==> config.mk <==
export PLATFORM = sky130hd
export DESIGN_NAME = wb_arbiter
export DESIGN_NICKNAME = d
export VERILOG_FILES = /design/src/rtl/Purple_Jade_pkg.sv /design/src/rtl/wb_fifo.sv /design/src/rtl/wb_arbiter.sv
export SDC_FILE = /design/constraint.sdc
export NUM_CORES = 1
export LEC_CHECK = 0
export CAP_MARGIN = 10
export CORE_AREA = 2 2 318 225
export CTS_BUF_LIST = sky130_fd_sc_hd__clkbuf_4
export CTS_CLUSTER_DIAMETER = 50
export DETAILED_ROUTE_END_ITERATION = 12
export DIE_AREA = 0 0 320 227
export PLACE_DENSITY = 0.58
export SYNTH_ARGS = -nofsm -noshare
export SYNTH_HDL_FRONTEND = slang
export SYNTH_SLANG_ARGS = --single-unit
==> constraint.sdc <==
create_clock -name clk_i -period 5.7 [get_ports clk_i]
set_input_delay 1.71 -clock clk_i [delete_from_list [all_inputs] [get_ports clk_i]]
set_output_delay 1.71 -clock clk_i [all_outputs]
set_load 0.02 [all_outputs]
==> src/rtl/Purple_Jade_pkg.sv <==
// Shared types for the writeback path: CDB broadcast, ROB writeback and
// register-file writeback packets, plus the core-wide sizing constants.
package Purple_Jade_pkg;

   localparam int ROB_ENTRY    = 16;
   localparam int NUM_PHYS_REG = 64;
   localparam int WORD_SIZE_P  = 32;
   localparam int WB_PORTS     = 3;   // fu_mult, ALU, load unit

   localparam int ROB_IDX_W  = $clog2(ROB_ENTRY);
   localparam int PREG_IDX_W = $clog2(NUM_PHYS_REG);

   typedef struct packed {
      logic                   valid;
      logic [ROB_IDX_W-1:0]   rob_dest;
      logic [PREG_IDX_W-1:0]  dest;
      logic [WORD_SIZE_P-1:0] result;
   } cdb_t;

   typedef struct packed {
      cdb_t cdb;
      logic exception;
      logic br_mispredict;
   } rob_wb_t;

   typedef struct packed {
      cdb_t cdb;
      logic w_v;
   } reg_wb_t;

   localparam int ROB_WB_WIDTH = $bits(rob_wb_t);
   localparam int REG_WB_WIDTH = $bits(reg_wb_t);

   // Round-robin successor of a port index, wrapping at num_ports.
   function automatic int rr_next(input int idx, input int num_ports);
      return (idx + 1 >= num_ports) ? 0 : idx + 1;
   endfunction

endpackage

==> src/rtl/wb_fifo.sv <==
// Small FIFO of rob_wb_t packets holding writebacks that lost arbitration.
// Flush empties it in one edge; a push into a full FIFO is accepted only when
// the head is popped on the same edge.
module wb_fifo
   import Purple_Jade_pkg::*;
#(
   parameter int DEPTH = 4
) (
   input  logic                         clk_i,
   input  logic                         reset_i,
   input  logic                         flush_i,
   input  logic                         push_i,
   input  logic                         pop_i,
   input  rob_wb_t                      data_i,
   output rob_wb_t                      data_o,
   output logic [$clog2(DEPTH+1)-1:0]   count_o,
   output logic                         empty_o,
   output logic                         full_o
);

   localparam int AW = $clog2(DEPTH);
   localparam int CW = $clog2(DEPTH+1);

   rob_wb_t         mem [DEPTH];
   logic [AW-1:0]   rd_ptr;
   logic [AW-1:0]   wr_ptr;
   logic [CW-1:0]   count_q;
   logic            pop_ok;
   logic            push_ok;

   // Qualify requests: flush wins, pops need data, pushes need room.
   always_comb begin
      pop_ok  = pop_i && !empty_o && !flush_i;
      push_ok = push_i && (!full_o || pop_ok) && !flush_i;
   end

   // Storage array; contents are don't-care until written.
   always_ff @(posedge clk_i) begin
      if (push_ok) mem[wr_ptr] <= data_i;
   end

   // Pointers and occupancy; pointers wrap naturally since DEPTH is a power of 2.
   always_ff @(posedge clk_i or posedge reset_i) begin
      if (reset_i) begin
         rd_ptr  <= '0;
         wr_ptr  <= '0;
         count_q <= '0;
      end else if (flush_i) begin
         rd_ptr  <= '0;
         wr_ptr  <= '0;
         count_q <= '0;
      end else begin
         if (push_ok) wr_ptr <= wr_ptr + 1'b1;
         if (pop_ok)  rd_ptr <= rd_ptr + 1'b1;
         case ({push_ok, pop_ok})
            2'b10:   count_q <= count_q + 1'b1;
            2'b01:   count_q <= count_q - 1'b1;
            default: count_q <= count_q;
         endcase
      end
   end

   assign data_o  = mem[rd_ptr];
   assign count_o = count_q;
   assign empty_o = (count_q == '0);
   assign full_o  = (count_q == CW'(DEPTH));

endmodule

==> src/rtl/wb_arbiter.sv <==
// Writeback arbiter: merges the functional-unit writeback streams onto the
// single registered CDB/ROB port.
//
// Handshake: an FU packet is offered when .cdb.valid is 1 and there is no
// ready back-pressure; every valid packet is either granted straight through
// (bypass, FIFO empty), queued in its port FIFO, or dropped with the sticky
// overflow flag set. The CDB output is a plain registered valid with no ready.
module wb_arbiter
   import Purple_Jade_pkg::*;
#(
   parameter int NUM_PORTS  = WB_PORTS,
   parameter int FIFO_DEPTH = 4
) (
   input  logic                                               clk_i,
   input  logic                                               reset_i,
   input  logic [NUM_PORTS-1:0][ROB_WB_WIDTH-1:0]             fu_rob_i,
   input  logic                                               mispredict_i,
   output logic [ROB_WB_WIDTH-1:0]                            cdb_rob_o,
   output logic [REG_WB_WIDTH-1:0]                            cdb_reg_o,
   output logic [NUM_PORTS-1:0][$clog2(FIFO_DEPTH+1)-1:0]     fifo_free_o,
   output logic                                               overflow_o
);

   localparam int FREE_W = $clog2(FIFO_DEPTH+1);
   localparam int PTR_W  = (NUM_PORTS > 1) ? $clog2(NUM_PORTS) : 1;

   rob_wb_t               in_pkt [NUM_PORTS];
   rob_wb_t               head   [NUM_PORTS];
   rob_wb_t               cand   [NUM_PORTS];
   logic [FREE_W-1:0]     cnt    [NUM_PORTS];
   logic [NUM_PORTS-1:0]  in_v;
   logic [NUM_PORTS-1:0]  cand_v;
   logic [NUM_PORTS-1:0]  fifo_empty;
   logic [NUM_PORTS-1:0]  fifo_full;
   logic [NUM_PORTS-1:0]  sel;
   logic [NUM_PORTS-1:0]  bypass;
   logic [NUM_PORTS-1:0]  push;
   logic [NUM_PORTS-1:0]  pop;
   logic [NUM_PORTS-1:0]  drop;

   logic                  gnt_any;
   logic [PTR_W-1:0]      gnt_idx;
   logic [PTR_W-1:0]      gnt_next;
   rob_wb_t               gnt_pkt;

   logic [PTR_W-1:0]      rr_ptr;
   rob_wb_t               out_q;
   logic                  ovf_q;
   reg_wb_t               reg_wb;

   // Per-port FIFOs and unpacking of the flat input bus.
   for (genvar g = 0; g < NUM_PORTS; g++) begin : g_port
      assign in_pkt[g] = rob_wb_t'(fu_rob_i[g]);

      wb_fifo #(
         .DEPTH (FIFO_DEPTH)
      ) u_fifo (
         .clk_i   (clk_i),
         .reset_i (reset_i),
         .flush_i (mispredict_i),
         .push_i  (push[g]),
         .pop_i   (pop[g]),
         .data_i  (in_pkt[g]),
         .data_o  (head[g]),
         .count_o (cnt[g]),
         .empty_o (fifo_empty[g]),
         .full_o  (fifo_full[g])
      );

      assign fifo_free_o[g] = FREE_W'(FIFO_DEPTH) - cnt[g];
   end

   // Candidate per port: queued head first, otherwise the live packet.
   always_comb begin
      in_v   = '0;
      cand_v = '0;
      for (int p = 0; p < NUM_PORTS; p++) begin
         in_v[p]   = in_pkt[p].cdb.valid;
         cand_v[p] = !fifo_empty[p] || in_v[p];
         cand[p]   = fifo_empty[p] ? in_pkt[p] : head[p];
      end
   end

   // Round-robin search starting at rr_ptr; first candidate found wins.
   always_comb begin
      int idx;
      idx     = 0;
      gnt_any = 1'b0;
      gnt_idx = '0;
      gnt_pkt = '0;
      for (int i = 0; i < NUM_PORTS; i++) begin
         idx = int'(rr_ptr) + i;
         if (idx >= NUM_PORTS) idx = idx - NUM_PORTS;
         if (!gnt_any && cand_v[idx]) begin
            gnt_any = 1'b1;
            gnt_idx = PTR_W'(idx);
            gnt_pkt = cand[idx];
         end
      end
      gnt_next = PTR_W'(rr_next(int'(gnt_idx), NUM_PORTS));
   end

   // Per-port consequences of the grant: bypass, pop, push or drop.
   always_comb begin
      sel    = '0;
      bypass = '0;
      pop    = '0;
      push   = '0;
      drop   = '0;
      for (int p = 0; p < NUM_PORTS; p++) begin
         sel[p]    = gnt_any && (gnt_idx == PTR_W'(p));
         bypass[p] = sel[p] && fifo_empty[p];
         pop[p]    = sel[p] && !fifo_empty[p] && !mispredict_i;
         push[p]   = in_v[p] && !bypass[p] && (!fifo_full[p] || pop[p]) && !mispredict_i;
         drop[p]   = in_v[p] && !bypass[p] && fifo_full[p] && !pop[p] && !mispredict_i;
      end
   end

   // CDB output register, round-robin pointer and sticky overflow flag.
   always_ff @(posedge clk_i or posedge reset_i) begin
      if (reset_i) begin
         out_q  <= '0;
         rr_ptr <= '0;
         ovf_q  <= 1'b0;
      end else begin
         if (mispredict_i) begin
            out_q <= '0;
         end else if (gnt_any) begin
            out_q  <= gnt_pkt;
            rr_ptr <= gnt_next;
         end else begin
            out_q <= '0;
         end
         if (|drop) ovf_q <= 1'b1;
      end
   end

   // Register-file view of the same broadcast.
   always_comb begin
      reg_wb.cdb = out_q.cdb;
      reg_wb.w_v = out_q.cdb.valid;
   end

   assign cdb_rob_o  = out_q;
   assign cdb_reg_o  = reg_wb;
   assign overflow_o = ovf_q;

endmodule

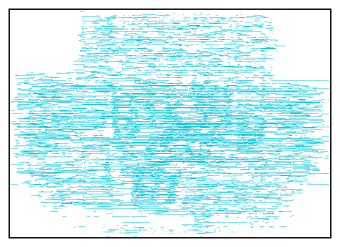
Figure 1: met1 routing.
(1 px per um)
2057 nets have wire on it. The wires run mostly horizontal. The layer holds 44% of the routed length.

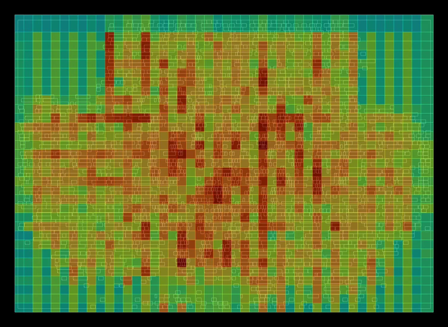
Figure 2: routing congestion map.
met2 Track Usage GR: 0.317
GR peak layer: met1

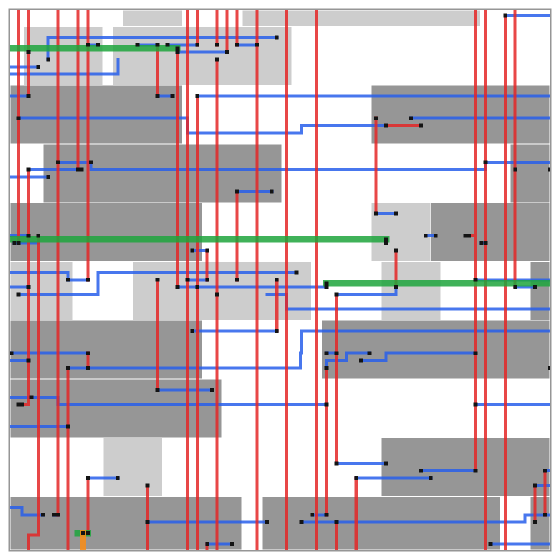
Figure 3: layout detail.
Window x 228 to 253, y 158 to 183 um. Cells in grey, sequential cells in the stronger grey; small squares are vias.
Key: M3 = green; M4 = orange; M2 = red; M1 = blue
Sequential cells in the window: 10. 17 logic cells have their middle in the window. Most frequent: edfxtp_1 (10), clkbuf_4 (3). Netlist names of flops here include g_port.u_fifo.mem (10).

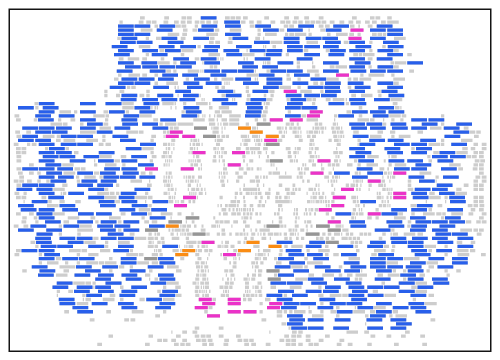
Figure 4: sequential cells grouped by signal name.
(1.5 px per um) Other sequential cells in the stronger grey, the rest of the logic in the fainter grey.
Key: g_port.u_fifo.count_o = orange [flops 9]; g_port.u_fifo.mem = blue [flops 540, where widely spread]; cdb_reg_o = magenta [flops 43]
Another 17 sequential cells are not coloured.

==> notes.md <==
fresh numbers from the pnr run: status=completed, area leader, netlist=edfxtp_1, Worst EP required=approximately 4 ns, cell breakdown of the critical path=inv_1 -> ha_1 -> ha_1 -> inv_1 -> clkdlybuf4s50_1, unrepaired setup endpoints after global routing=false, global-route met3 utilization=0.0522, critical path class=reg -> out, DR vias=roughly 18k, worst rel slew slack=0.112, largest net degree at the start of global routing=approximately 74, Vias/cell=around 5.7, Mapped Cells=1773, yosys cell count=1773, maximum fanout along the worst path=3, CTS tree=done, worst r2r src=rr_ptr[0], top cells by area=edfxtp_1, mux4_2, dfrtp_1, mux2_2, mux2i_1, total negative slack=0 ns, PwrDens=around 550 nW/um^2, H-tree lvl count=4, count of cell types in the netlist=between 60 and 70, initial antenna violation count=3, Dominant flop cell=edfxtp_1, worst slew pin tran=roughly 1.3 ns, post-CTS setup buffer count=0, Residual DRC=0, startpoint class of the critical path=flip-flop, DR iter-0 viols=about 2.2k, core box area=approximately 70000 sq um, CP max-delay cell=clkdlybuf4s50_1, Post-Syn Area=roughly 28000 sq um, Top cell area share=0.586, root buf cell=clkbuf_4, Die ar.=72600 sq um, pre-CTS WS=around 0.80 ns, Synth flops=slightly above 600, FFs w/ async S/R, synth=0.113, CTS resizes=0, CTS max path bufs=3, Setup violations, final=0, Site Rows=a little over 80, Final Hold Fails=0, clk ins delay skew pair=approximately 1 ns, Seq share, synth=0.649, post-synthesis net count=1937, critical path arrival=between 2 and 3 ns, antenna viol nets, final=0, first-pass GRT wire length=~110 mm, drt total wl=79.1 mm, Peak VDD IR=330 uV, EDFF count, synth=between 500 and 600, layout cells sized above 1=0.244, Area Overhead vs Synth=18.8%, minimum clock period after layout=between 4 and 5 ns, Pre-Place Util=0.398, area reported by Yosys stat=about 28000 sq um, Worst Setup SP=g_port[1].u_fifo.count_o[0], number of global-route vias before repair=~17k, Placer Congestion=0.928, fillers=between 5k and 6k, Pre-Repair DR Iteration Count=6, final-report max-slew violation count=0, Overflow after GRT=0, Port Buffers=about 240, CTS buffer count=~150, worst setup margin=roughly 1.2 ns, fmax=roughly 220 MHz, # clock sinks=just over 600, hold buffer count at cts=0, Clock Pin Slew Worst Setup and Hold Paths=~0.070 ns, Die Wd=320 um, Worst Skew=roughly 0.071 ns, critical hold path startpoint=g_port[1].u_fifo.wr_ptr[0], Tot GR Track Use=0.218
-- per-layer routing --
layer	part of all wire	wire length [um]
met1	0.44	35000
met2	0.45	35700
met3	0.082	6450
met4	0.024	1890
met5	0	0
-- layout make-up --
cell class	count	area, sq um	share of cell area
diodes	4	10.0	0.000305
clock buffers	225	1690	0.0514
repair buffers	288	2830	0.0861
multi-input cells	962	8760	0.267
flip-flops and latches	609	17900	0.546
inverters	31	118	0.00358
clock inverters	44	365	0.0111
well taps	913	1140	0.0348
-- per-stage QoR --
stage | cells | utilization | hold slack [ns] | total power [mW] | instance area (sq um)
global placement | 2803 | 0.443 | 0.512 | 14.1 | 30800
floorplan | 1773 | - | 0.475 | 11.4 | 27700
detailed placement | 2803 | 0.443 | 0.523 | 14.3 | 30800
global route | 3076 | 0.473 | 0.582 | 19.1 | 32900
CTS | 3072 | 0.472 | 0.533 | 18.2 | 32800
finish | 3076 | 0.473 | 0.534 | 18.2 | 32900
-- registers in the layout, indices dropped and copies added (netlist names) --
signal and flops:
cdb_reg_o 43, cdb_rob_o 2, g_port.u_fifo.count_o 9, g_port.u_fifo.mem 540, g_port.u_fifo.rd_ptr 6, g_port.u_fifo.wr_ptr 6, overflow_o 1, rr_ptr 2
-- cells in the final DEF (no fill, tap or decap), types with 46 or more instances in the layout --
master | netlist | layout
edfxtp_1 | 540 | 540
clkdlybuf4s50_1 | 0 | 236
clkbuf_4 | 0 | 225
nor2_1 | 160 | 155
mux4_2 | 132 | 132
nand2_1 | 103 | 103
mux2_2 | 68 | 68
mux2i_1 | 66 | 66
dfrtp_1 | 69 | 63
buf_4 | 52 | 46
-- Yosys cell counts, drive strengths merged, types with 21 or more instances --
library cell / n
nor2: 160
nand2: 103
o21ai: 45
mux2i: 66
a2111oi: 28
a21o: 21
mux2: 69
edfxtp: 540
clkbuf: 57
ha: 23
buf: 114
a211oi: 33
mux4: 132
dfrtp: 69
nor3: 27
inv: 31
a21oi: 39
-- kinds of logic after synthesis --
group	Yosys count	share of synthesized area
compound gates	306	0.0832
xor+xnor	9	0.00285
fa+ha+maj	28	0.0134
buf+inv	202	0.0371
flops	609	0.649
mux	267	0.160
simple gates	352	0.0551
-- power breakdown --
group          switching (mW)  internal [mW]  leakage [nW]
Clock                    1.77           2.12          1.21
Combinational            5.06           3.28          4.17
Sequential              0.427           5.49          5.78
Total                    7.25           10.9          11.2
-- worst paths after layout --
kind | to | depth (start not counted)
hold reg to reg | g_port[1].u_fifo.wr_ptr[0] | 1
setup / recovery | fifo_free_o[5] | 5
hold / removal | g_port[1].u_fifo.wr_ptr[0] | 1
max in group asynchronous | g_port[0].u_fifo.rd_ptr[1] | 3
setup reg to reg | cdb_reg_o[30] | 10
min in group asynchronous | cdb_reg_o[25] | 2
Power is estimated from default activity; no workload was simulated.
